==> config.mk <==
export PLATFORM = sky130hd
export DESIGN_NAME = uart_cmd_dispatcher
export DESIGN_NICKNAME = d
export VERILOG_FILES = /design/src/rtl/uart_cmd_dispatcher.sv
export SDC_FILE = /design/constraint.sdc
export NUM_CORES = 1
export LEC_CHECK = 0
export CORE_MARGIN = 4
export CORE_UTILIZATION = 25
export CTS_CLUSTER_DIAMETER = 60
export CTS_CLUSTER_SIZE = 16
export DETAILED_ROUTE_END_ITERATION = 7
export PLACE_DENSITY = 0.44
export SLEW_MARGIN = 20
export SYNTH_ARGS = -nofsm -noshare
export SYNTH_HDL_FRONTEND = slang
export SYNTH_SLANG_ARGS = --single-unit
export TNS_END_PERCENT = 10
==> constraint.sdc <==
create_clock -name CLK -period 2.2 [get_ports CLK]
set_input_delay 0.33 -clock CLK [delete_from_list [all_inputs] [get_ports CLK]]
set_output_delay 0.33 -clock CLK [all_outputs]
set_load 0.05 [all_outputs]
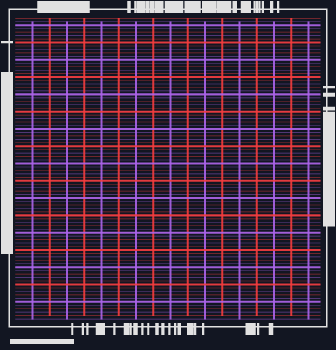
**Above:** run 1 (PDN straps and rails).
Scale bar: 50 microns. Pins as bars on the die edge.
[purple] VSS
[red] VDD
met4 straps: 17
met5 straps: 17
signal pins: 354
rows: 87
met1 rails: 88
vertical die dimension: 249 microns
Core Region: 56800 sq um
Die Width: 249 microns
worst voltage drop across the vdd grid: 463 uV

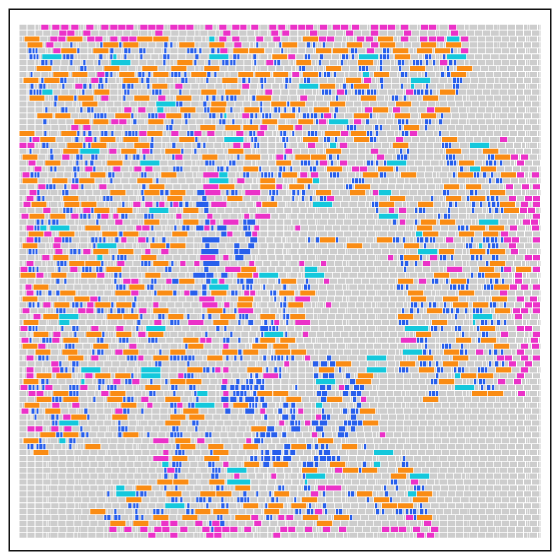
**Above:** run 1 (cell classes on the final placement).
Fill, decap, tap and diode cells in gray.
[blue] combinational and other logic | cells: 1259
[magenta] remaining buffers and delay cells | cells: 430
[cyan] clock drivers and dummy loads | cells: 78
[orange] sequential cells | cells: 406
placement row count: 87
Seq/total area: 0.394
fraction of the core area covered by cells at the end of the flow: 0.363
final instance area: 20600 sq um

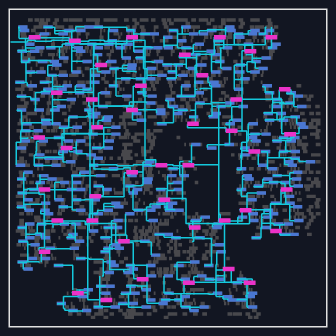
**Above:** run 1 (routed clock nets over the placement).
[cyan] clock wires | length: 5930 microns
[blue] flip-flops | count: 406
[magenta] clock drivers | count: 43
routed clock nets: 44
flops lie: all over the die
worst setup skew after layout: 0.0203 ns
Clk pwr share: 0.489
power in the clock group: 7.62 mW
Insertion Delay late pin: 0.56 ns

==> run summary, run 1 <==
Implementation results. The flow ran to the end, and the final reports show no timing, DRC or antenna violations. Entering global routing, the biggest net connects 97 pins. The first global-routing pass estimated 88.3 mm of wire. The top cell type in the final layout, fill and taps aside, is sky130_fd_sc_hd__nand2_1. Leakage component of the power landed at 6.78 nW. Cell-internal power landed at 11.8 mW. Walking the worst path, the cells encountered are clkdlybuf4s50_1. Number of cells in Yosys stat landed at 1828. Number of enable flip-flop cells landed at 0.

The most common logic cells in the final layout are sky130_fd_sc_hd__nand2_1, sky130_fd_sc_hd__dfxtp_1, sky130_fd_sc_hd__a21oi_1, sky130_fd_sc_hd__clkdlybuf4s50_1, sky130_fd_sc_hd__buf_4. Among the non-sequential cells, simple AND/OR/NAND/NOR gates take the most area. Number of unique standard cell types used by synthesis landed at 49. Total of buffers placed on input and output ports landed at 353.

The longest clock path from root to sink contains 3 buffers. Of the total power, registers draw 0.480. STA classifies the critical path endpoint as a primary output. Number of instances resized during post-cts repair landed at 5. In this run the maximum-capacitance check reported violations numbering 0. The kind of cell with the highest combined delay along the critical path is buffers and inverters.

After synthesis, the chip area reported by Yosys is 14500 sq um. Post-synthesis area per instance landed at 7.92 sq um. Parity-gate share of the synthesized area counting xor and xnor cells landed at 0. The tightest hold path in the finished design has a slack of 0.300 ns. DRC violation count after routing landed at 0.

Setup repair after global routing left no endpoint under its margin. In the final report, the number of endpoints failing setup comes to 0. The worst setup path is of the reg2out kind. Number of nets with antenna violations after routing landed at 0. For reference, the clock transition at the flip-flops on the worst setup and hold paths is 0.07 ns. On the critical path, the stage with the largest delay is an instance of sky130_fd_sc_hd__clkdlybuf4s50_1.

The synthesis stat section lists a flop and latch total of 406. Length of the first detailed-routing pass in iterations landed at 5. Per the synthesis report, the AND-OR/OR-AND share of the synthesized area is 0.153. Share of synthesized area occupied by flip-flops and latches landed at 0.561. Power density over cell area landed at 754 nW/um^2. Number of nets produced by synthesis landed at 1852. The mapped netlist covers roughly 14000 sq um. STA reports the tightest min-delay check as being of type in2reg.

Post-synth the commonest register cell is sky130_fd_sc_hd__dfxtp_1. Measured against the total synthesized area, the mux share comes to 0.00380. Full die area landed at slightly above 60000 sq um. Share of synthesized cell area in full adder, half adder and majority cells landed at 0.00259.

Total power draw landed at 15.6 mW. Critical path's largest stage delay landed at 0.85 ns. Layout net count landed at 2164. Via count of the routed design landed at between 10000 and 15000.

Post-synthesis share of cell area spent on and, or, nand and nor gates landed at 0.228. The via count of the first global-routing pass is 12959. In this run, the number of DRC markers left after iteration 0 of detailed routing was 900. Per the post-run analysis, buffers plus inverters along the critical path come to 1. After synthesis, the share of flip-flops with an asynchronous set or reset is 0. The share of total power dissipated in combinational logic is 0.030. For the final routed database, the setup TNS stands at 0 ns. Minimum clock period landed at 2.14 ns. In this run the cell area measured after placement is 19200 sq um.

Number of cell instances on the worst register-to-register path landed at 5. Final number of hold-violating endpoints landed at 0. Dividing the final minimum period by the clock period gives 0.972. The number of setup buffers added after CTS is 0.
## run 1: power groups by stage
stage	clock (mW)	sequential (mW)	combinational, mW
after detailed placement	0	7.64	0.481
after global placement	0	7.64	0.477
after global routing	8.15	7.48	0.526
after floorplan	0	7.61	0.277
after CTS	7.86	7.47	0.481
final	7.62	7.47	0.475
## run 1: synth_stat cells, drive strengths merged, types with 6 or more instances
library cell | count | area [sq um]
nand3 | 6 | 30.0
nand2 | 711 | 2670
or3 | 10 | 62.6
inv | 16 | 60.1
nor2b | 6 | 37.5
clkbuf | 130 | 488
buf | 33 | 186
a31oi | 6 | 37.5
o21ai | 16 | 80.1
nor2 | 28 | 105
nor4 | 10 | 75.1
or4 | 6 | 45.0
nor3 | 12 | 70.1
a211oi | 8 | 60.1
a21oi | 368 | 1850
dfxtp | 406 | 8130
## run 1: routing by layer
layer	share of wire	up-vias	track usage
met5	0.00022	-	0
met3	0.078	79	0.0571
met1	0.44	6432	0.243
met4	0.028	2	0.0545
met2	0.45	374	0.298
li1	-	6593	-
## run 1: cell type report
type / instances / area (sq um) / area share
diodes: 4 / 10.0 / 0.000485
clock buffers: 52 / 1190 / 0.0578
clock inverters: 26 / 282 / 0.0136
inverters: 17 / 71.3 / 0.00346
multi-input cells: 1242 / 5660 / 0.274
flip-flops and latches: 406 / 8130 / 0.394
well taps: 756 / 946 / 0.0458
repair buffers: 430 / 4340 / 0.210
## run 1: through the flow
stage	setup WS, ns	util	cells
detailed placement	0.188	0.337	2851
global route	0.00301	0.363	2929
CTS	0.0198	0.363	2929
global placement	0.169	0.337	2851
finish	0.0621	0.363	2933
floorplan	0.220	-	1828
## run 1: cells by family after synthesis
kind of cell               Yosys count
AOI/OAI and AO/OA                  421
adders and majority gates            3
buffers and inverters              180
DFF                                406
muxes                                3
and+or+nand+nor                    815
--- run 2 (diff from run 1) ---
Settings changed: RECOVER_POWER set to 100.
==> run 2 against run 1 <==
Compared with the run above:
- sequential power barely moved
- via count barely moved
- die size did not move
- critical path depth did not move
- clock power barely moved
- synthesized cell count did not move
- final area fell by 0.73%
- utilization fell by 0.27 points
- largest power group unchanged
==> run summary, run 2 <==
Implementation results. The fraction of synthesized cell area taken by the top area cell type came to 0.561 (unchanged). Yosys-reported design area after synthesis landed at 14500 sq um (unchanged). Number of nets produced by synthesis landed at 1852 (unchanged). The count of buffering cells on the critical path with inverters included came to 1 (unchanged). For this run, the leading register cell type out of synthesis is sky130_fd_sc_hd__dfxtp_1. The buffer levels on the longest clock path is 3 (unchanged). Met3 track utilization from global routing landed at 0.0571 (unchanged). The worst hold slack came to 0.296 ns (-0.00379 ns). Floorplan row count landed at 87 (unchanged). The critical path is of the reg2out type. Total of buffers placed on input and output ports landed at 353 (unchanged). Leakage component of the power landed at 7.04 nW (+3.7%).

Final tally of setup violations landed at 0 (unchanged). Number of cell instances on the worst register-to-register path landed at 6 (+1). The via count of the routed design came to 13467 (-0.096%). After global routing, the most crowded layer is met2. The post-synthesis instance area was 14500 sq um (unchanged). The utilization after layout is 0.360 (-0.00266). The layout net count was 2164 (unchanged). Placeable core region landed at 56800 sq um (unchanged).

The starting DRC count in detailed routing is 901 (+0.11%). The post-synthesis area per instance was 7.92 sq um (unchanged). The height of the die came to 249 microns (unchanged). Met2 usage in global routing landed at 0.298 (unchanged).

The run finished with clean final reports. The total of flip-flops plus latches after synthesis was 406 (unchanged). Chip width landed at 249 microns (unchanged). The synthesis stats list as the most numerous cell sky130_fd_sc_hd__nand2_1.

Full die area landed at 61800 sq um (unchanged). The final number of hold-violating endpoints is 0 (unchanged). The count of maximum capacitance violations came to 0 (unchanged). The clock input transition at the sequential cells of the worst setup and hold paths is 0.07 ns (about the same). The number of standard cells in the final layout excluding fillers is 2934 (+0.034%). The global-route wire length before repair came to 88.3 mm (unchanged). Number of nets with antenna violations after routing landed at 0 (unchanged).

The fraction of met1 tracks used by global routing was 0.243 (unchanged). Async set-reset flop share out of synthesis landed at 0 (unchanged). The share of synthesized area occupied by flip-flops and latches was 0.561 (unchanged).

The cell total after placement came to 2851 (unchanged).
run 2: cell counts after synthesis:
Identical to the previous run, type by type.
run 2: kinds of logic (layout without fill, tap and decap cells):
group | after synthesis | count (layout) | share of synthesized area
AND-OR/OR-AND | 421 | 421 | 0.153
adder cells (fa/ha/maj) | 3 | 3 | 0.00259
buffers and inverters | 180 | 525 | 0.0510
AND/OR/NAND/NOR | 815 | 815 | 0.228
other | 0 | 5 | 0
multiplexers | 3 | 3 | 0.00380
flip-flops | 406 | 406 | 0.561
run 2: routing by layer:
metal | vias to the layer above | share of wire
met2 | 353 | 0.45
met1 | 6430 | 0.44
li1 | 6602 | -
met3 | 80 | 0.074
met5 | - | 0.00022
met4 | 2 | 0.028
run 2: area by class of cell:
class                      count  area (sq um)
antenna                        5          12.5
clock buffer                  52          1190
clock inverter                26           282
fill                        5901         36300
inverter                      17          71.3
multi-input combinational   1242          5660
sequential                   406          8130
tap                          756           946
timing repair buffer         430          4190
run 2: power breakdown:
group          switching [mW]  internal [mW]  total (mW)
sequential             0.0725           7.40        7.47
clock                    3.39           4.22        7.61
combinational           0.307          0.150       0.457
run 2: through the flow:
step	area (sq um)	total power, mW	worst slack [ns]
2_1_floorplan	14500	7.88	0.220
3_3_place_gp	19200	8.12	0.169
3_5_place_dp	19200	8.13	0.188
4_1_cts	20600	15.8	0.0198
5_1_grt	20500	16.1	0.00170
6_report	20500	15.5	0.0577
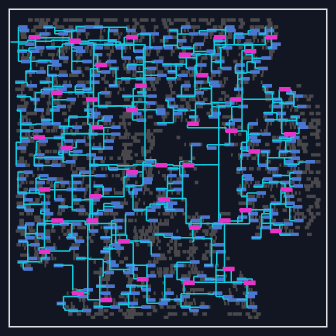
**Above:** run 2 (routed clock nets over the placement).
[blue] flip-flops | count: 406
[cyan] clock wires | length: 5910 microns
[magenta] clock drivers | count: 43
flops lie: all over the die
power in the clock group: 7.61 mW
Clk pwr share: 0.490
worst setup skew after layout: 0.0236 ns
Insertion Delay late pin: 0.57 ns

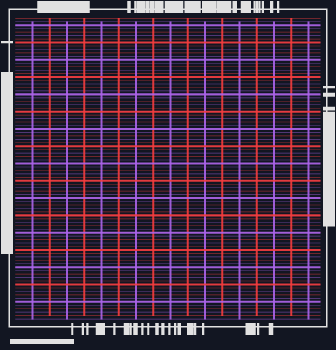
**Above:** run 2 (PDN straps and rails).
Scale bar: 50 microns. Pins as bars on the die edge.
[red] VDD
[purple] VSS
met1 rails: 88
rows: 87
signal pins: 354
worst voltage drop across the vdd grid: 453 uV

Power figures rest on the tool's default switching activity, not on a simulated workload.
